===== src/rtl/frame_deser_pkg.sv =====
// Shared types and counter-width helpers for the frame deserialiser.
// Pure declarations; no latency or flow control of its own.
package frame_deser_pkg;

  typedef enum logic {
    HUNT = 1'b0,
    DATA = 1'b1
  } state_t;

  // Widths are floored at 1 so degenerate parameter values still give legal vectors.
  function automatic int bit_cnt_w(input int width);
    return (width > 1) ? $clog2(width) : 1;
  endfunction

  function automatic int word_cnt_w(input int frame_words);
    return (frame_words > 1) ? $clog2(frame_words) : 1;
  endfunction

  function automatic int fill_cnt_w(input int sync_len);
    return $clog2(sync_len + 1);
  endfunction

endpackage


===== src/rtl/delay_pipe.sv =====
// Fixed-depth valid/data register pipeline; DEPTH cycles of latency, DEPTH=0 is a wire.
// No backpressure: every valid input emerges DEPTH cycles later; data holds between valids.
module delay_pipe #(
  parameter int DW    = 8,
  parameter int DEPTH = 2
) (
  input  logic          clk,
  input  logic          rst_n,
  input  logic [DW-1:0] dat_i,
  input  logic          vld_i,
  output logic [DW-1:0] dat_o,
  output logic          vld_o
);

  generate
    if (DEPTH == 0) begin : g_pass
      assign dat_o = dat_i;
      assign vld_o = vld_i;
    end else begin : g_pipe
      logic [DW-1:0]    dat_q [DEPTH];
      logic [DEPTH-1:0] vld_q;

      // Data only advances alongside its valid so the last word stays parked at the output.
      always_ff @(posedge clk or negedge rst_n) begin
        if (!rst_n) begin
          vld_q <= '0;
          for (int i = 0; i < DEPTH; i++) dat_q[i] <= '0;
        end else begin
          vld_q[0] <= vld_i;
          if (vld_i) dat_q[0] <= dat_i;
          for (int i = 1; i < DEPTH; i++) begin
            vld_q[i] <= vld_q[i-1];
            if (vld_q[i-1]) dat_q[i] <= dat_q[i-1];
          end
        end
      end

      assign dat_o = dat_q[DEPTH-1];
      assign vld_o = vld_q[DEPTH-1];
    end
  endgenerate

endmodule


===== src/rtl/frame_deser.sv =====
// Sync-hunting NCH-channel serial-to-parallel converter; word out 1+DELAY cycles after its last bit.
// No backpressure: in_valid gaps stall assembly, the output pipeline never stalls or drops.
module frame_deser
  import frame_deser_pkg::*;
#(
  parameter int                  WIDTH       = 4,
  parameter int                  DELAY       = 2,
  parameter int                  NCH         = 2,
  parameter int                  SYNC_LEN    = 8,
  parameter logic [SYNC_LEN-1:0] SYNC_PAT    = SYNC_LEN'(8'hA5),
  parameter int                  FRAME_WORDS = 2
) (
  input  logic                 clk,
  input  logic                 rst_n,
  input  logic [NCH-1:0]       ctrl,
  input  logic                 in_valid,
  input  logic                 msb_first,
  output logic [NCH*WIDTH-1:0] out,
  output logic                 enable,
  output logic                 frame_done,
  output logic                 hunting
);

  localparam int BCW = bit_cnt_w(WIDTH);
  localparam int WCW = word_cnt_w(FRAME_WORDS);
  localparam int FCW = fill_cnt_w(SYNC_LEN);
  localparam int DW  = NCH * WIDTH;

  state_t              state_q, state_d;
  logic [SYNC_LEN-1:0] sreg_q, sreg_d, sreg_shift;
  logic [FCW-1:0]      fill_q, fill_d, fill_inc;
  logic [BCW-1:0]      bitcnt_q, bitcnt_d;
  logic [WCW-1:0]      wordcnt_q, wordcnt_d;
  logic                msb_q, msb_d;
  logic [DW-1:0]       asm_q, asm_d;
  logic [DW-1:0]       cap_dat_q, cap_dat_d;
  logic                cap_vld_q, cap_vld_d;
  logic                cap_last_q, cap_last_d;
  logic                last_o;
  int                  pos;

  always_comb begin
    state_d    = state_q;
    sreg_d     = sreg_q;
    fill_d     = fill_q;
    bitcnt_d   = bitcnt_q;
    wordcnt_d  = wordcnt_q;
    msb_d      = msb_q;
    asm_d      = asm_q;
    cap_dat_d  = cap_dat_q;
    cap_vld_d  = 1'b0;
    cap_last_d = cap_last_q;
    pos        = msb_q ? (WIDTH - 1 - int'(bitcnt_q)) : int'(bitcnt_q);
    sreg_shift = (sreg_q << 1) | SYNC_LEN'(ctrl[0]);
    fill_inc   = (fill_q == FCW'(SYNC_LEN)) ? fill_q : fill_q + 1'b1;

    if (in_valid) begin
      case (state_q)
        HUNT: begin
          if (fill_inc == FCW'(SYNC_LEN) && sreg_shift == SYNC_PAT) begin
            state_d   = DATA;
            msb_d     = msb_first;
            bitcnt_d  = '0;
            wordcnt_d = '0;
            sreg_d    = '0;
            fill_d    = '0;
          end else begin
            sreg_d = sreg_shift;
            fill_d = fill_inc;
          end
        end
        DATA: begin
          for (int c = 0; c < NCH; c++) asm_d[c*WIDTH + pos] = ctrl[c];
          if (bitcnt_q == BCW'(WIDTH - 1)) begin
            cap_dat_d  = asm_d;
            cap_vld_d  = 1'b1;
            cap_last_d = (wordcnt_q == WCW'(FRAME_WORDS - 1));
            bitcnt_d   = '0;
            if (wordcnt_q == WCW'(FRAME_WORDS - 1)) begin
              wordcnt_d = '0;
              state_d   = HUNT;
            end else begin
              wordcnt_d = wordcnt_q + 1'b1;
            end
          end else begin
            bitcnt_d = bitcnt_q + 1'b1;
          end
        end
        default: state_d = HUNT;
      endcase
    end
  end

  always_ff @(posedge clk or negedge rst_n) begin
    if (!rst_n) begin
      state_q    <= HUNT;
      sreg_q     <= '0;
      fill_q     <= '0;
      bitcnt_q   <= '0;
      wordcnt_q  <= '0;
      msb_q      <= 1'b0;
      asm_q      <= '0;
      cap_dat_q  <= '0;
      cap_vld_q  <= 1'b0;
      cap_last_q <= 1'b0;
    end else begin
      state_q    <= state_d;
      sreg_q     <= sreg_d;
      fill_q     <= fill_d;
      bitcnt_q   <= bitcnt_d;
      wordcnt_q  <= wordcnt_d;
      msb_q      <= msb_d;
      asm_q      <= asm_d;
      cap_dat_q  <= cap_dat_d;
      cap_vld_q  <= cap_vld_d;
      cap_last_q <= cap_last_d;
    end
  end

  // The frame-last flag rides with the word so frame_done lines up with its enable.
  delay_pipe #(
    .DW    (DW + 1),
    .DEPTH (DELAY)
  ) u_delay_pipe (
    .clk   (clk),
    .rst_n (rst_n),
    .dat_i ({cap_last_q, cap_dat_q}),
    .vld_i (cap_vld_q),
    .dat_o ({last_o, out}),
    .vld_o (enable)
  );

  assign frame_done = enable & last_o;
  assign hunting    = (state_q == HUNT);

endmodule


===== config.mk =====
export PLATFORM = sky130hd
export DESIGN_NAME = frame_deser
export DESIGN_NICKNAME = d
export VERILOG_FILES = /design/src/rtl/frame_deser_pkg.sv /design/src/rtl/delay_pipe.sv /design/src/rtl/frame_deser.sv
export SDC_FILE = /design/constraint.sdc
export NUM_CORES = 1
export LEC_CHECK = 0
export CAP_MARGIN = 20
export CORE_MARGIN = 5
export CORE_UTILIZATION = 25
export DETAILED_ROUTE_END_ITERATION = 10
export DONT_BUFFER_PORTS = 1
export HOLD_SLACK_MARGIN = 0.06
export PLACE_DENSITY = 0.37
export SLEW_MARGIN = 20
export SYNTH_ARGS = -nofsm -noshare
export SYNTH_HDL_FRONTEND = slang
export SYNTH_SLANG_ARGS = --single-unit

===== constraint.sdc =====
create_clock -name clk -period 2.3 [get_ports clk]
set_input_delay 0.345 -clock clk [delete_from_list [all_inputs] [get_ports clk]]
set_output_delay 0.345 -clock clk [all_outputs]
set_load 0.01 [all_outputs]

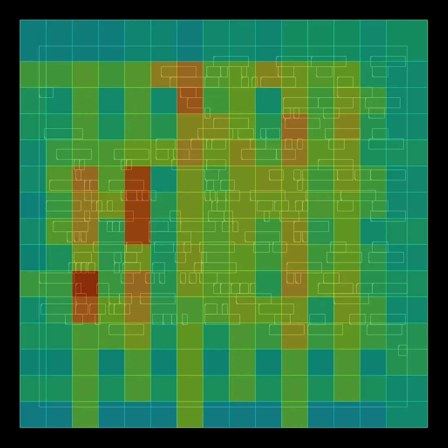
*Track usage over the die*
DR WL/cell: 12.8 µm
met2 usage: 12.9%

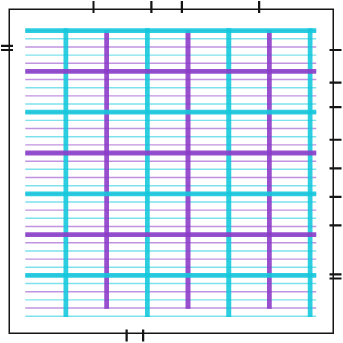
*PDN straps and rails*
Drawn at 3 px/µm. Pins as bars on the die edge.
net	colour
VDD	purple
VSS	cyan
met4 straps	7
signal pins	17

==> flow_summary.yaml <==
# implementation run metrics
die:
  fp_util_pct: 25.7
  io_pins: 17
  die_x_um: 108
  core_um2: 9240
  rows: 35
  die_y_um: 108
  die_area_um2: 11600
setup_path:
  reg2reg_to: "msb_q$_DFFE_PN0P_"
  reg2regPathDepth: 7
  reg2reg_slack_ps: 170
  setup.worst_path.end: "msb_q$_DFFE_PN0P_"
  worst-path-stages: 7
  cp-end-kind: "register"
  crit_start: "fill_q[0]$_DFFE_PN0P_"
  cpMaxStageDelayCell: "or4_4"
  critical_path_buf_inv_count: 1
  critPathMaxFanout: 3
  crit_required_ps: 2490
  critPathMaxStageDelay_ps: 450
  timing.rr.start: "fill_q[0]$_DFFE_PN0P_"
drt:
  first_pass_iters: 2
  wl_met1_um: 2070
  vias_per_cell: 4.07
  routed-wl-met2_um: 1960
  ant_nets: 0
  vias: 1343
  drt_iter0_drc: 38
logic_synthesis:
  synth-simple-area-share_pct: 13.4
  top_cells_by_area: "dfrtp_1 57%, mux2_2 13%, nand2_1 5.7%"
  synthArstFlopShare_pct: 100
  xor_area_share_pct: 1.11
  synth_area_per_cell_um2: 11.7
  ff_type: "dfrtp_1"
  synth.distinct_cells: 34
  syn_area_um2: 2380
  syn_inst: 203
final_timing:
  finalCritPeriodShare_pct: 92.5
  setup_viol: 0
  holdWs_ps: 162
  fin_skew_ps: 8.41
  relSlewSlack_pct: 73.0
  setup_tns_ps: 0
  rsz0062_at_grt: "no"
  finalHoldViolCount: 0
placement:
  portBuffers: 0
  place_congestion: 0.676
  dpl.hpwl_um: 2910
hold_path:
  min_to: "sreg_q[0]$_DFFE_PN0P_"
  whs_path_depth: 2
global_routing:
  grtUsageMet1_pct: 10.6
  grt_pass1_wl_um: 7400
  track_usage_pct: 8.08
power:
  comb_power_share_pct: 15.0
  p_leak_nw: 1.26
  top_power_group: "registers"
  pg_comb_uw: 299
  power_frac_clock_pct: 31.8
  p_int_mw: 1.47
  pg_seq_mw: 1.06
  switchingPower_uw: 525
  p_sw_share_pct: 26.4
  total_power_mw: 1.99
clock_network:
  clockBufferDepth: 2
  cts_max_level: 2
  cts_sinks: 54
  clk_pin_slew_worst_paths_ps: 90
  postCtsSetupRepairBufs: 0
  cts_inserted_buffers: 5
  clk_latency_ps: 310
run:
  warnings: 27
  maxCapViolCount: 0
status:
  run_status: "finished clean"
cells_and_area:
  final.fill_count: 958
  final_util_pct: 28.6
  final_common_cell: "dfrtp_1"
  nets: 210
-- cell type report --
| class | count | area [µm²] | area share, % |
|---|---|---|---|
| Sequential cell | 54 | 1350 | 51.2 |
| Clock buffer | 5 | 68.8 | 2.61 |
| Multi-Input combinational cell | 129 | 935 | 35.4 |
| Timing Repair Buffer | 6 | 67.6 | 2.56 |
| Clock inverter | 2 | 38.8 | 1.47 |
| Tap cell | 129 | 161 | 6.11 |
| Inverter | 5 | 18.8 | 0.711 |
-- what timing repair did --
| item | in CTS | in global routing |
|---|---|---|
| gates resized | 0 | 2 |
| hold buffers | 2 | 0 |
| setup endpoints to repair | 0 | 2 |
| hold endpoints to repair | 54 | 0 |
-- synth_stat cells (all sizes together), types with 2 or more instances --
library cell,number
a21oi,4
and2,2
buf,9
clkbuf,6
dfrtp,54
ha,3
inv,5
mux2,28
mux2i,10
nand2,36
nand3,4
nand3b,2
nor2,7
nor2b,5
o21ai,11
xnor2,3
-- worst reg2reg max path, delay by kind of cell, from the launching register on --
| kind | cells | cell delay (ps) |
|---|---|---|
| flip-flops | 1 | 360 |
| AND/OR/NAND/NOR | 4 | 920 |
| multiplexers | 1 | 330 |
| adder cells (fa/ha/maj) | 1 | 340 |
| buffers and inverters | 1 | 70 |
-- sequential cells by signal, summed over array words and instances (netlist names) --
signal	flops
u_delay_pipe.g_pipe.dat_q	9
cap_last_q	1
msb_q	1
asm_q	8
bitcnt_q	2
sreg_q	7
u_delay_pipe.dat_o	9
fill_q	4
cap_dat_q	8
state_q	1
cap_vld_q	1
wordcnt_q	1
u_delay_pipe.g_pipe.vld_q	2
-- metrics by stage --
stage,worst slack [ps],std cells
floorplan,105,203
global placement,161,321
detailed placement,98.9,321
CTS,90.4,330
global route,53.4,330
finish,172,330
Power and IR drop assume default switching activity.
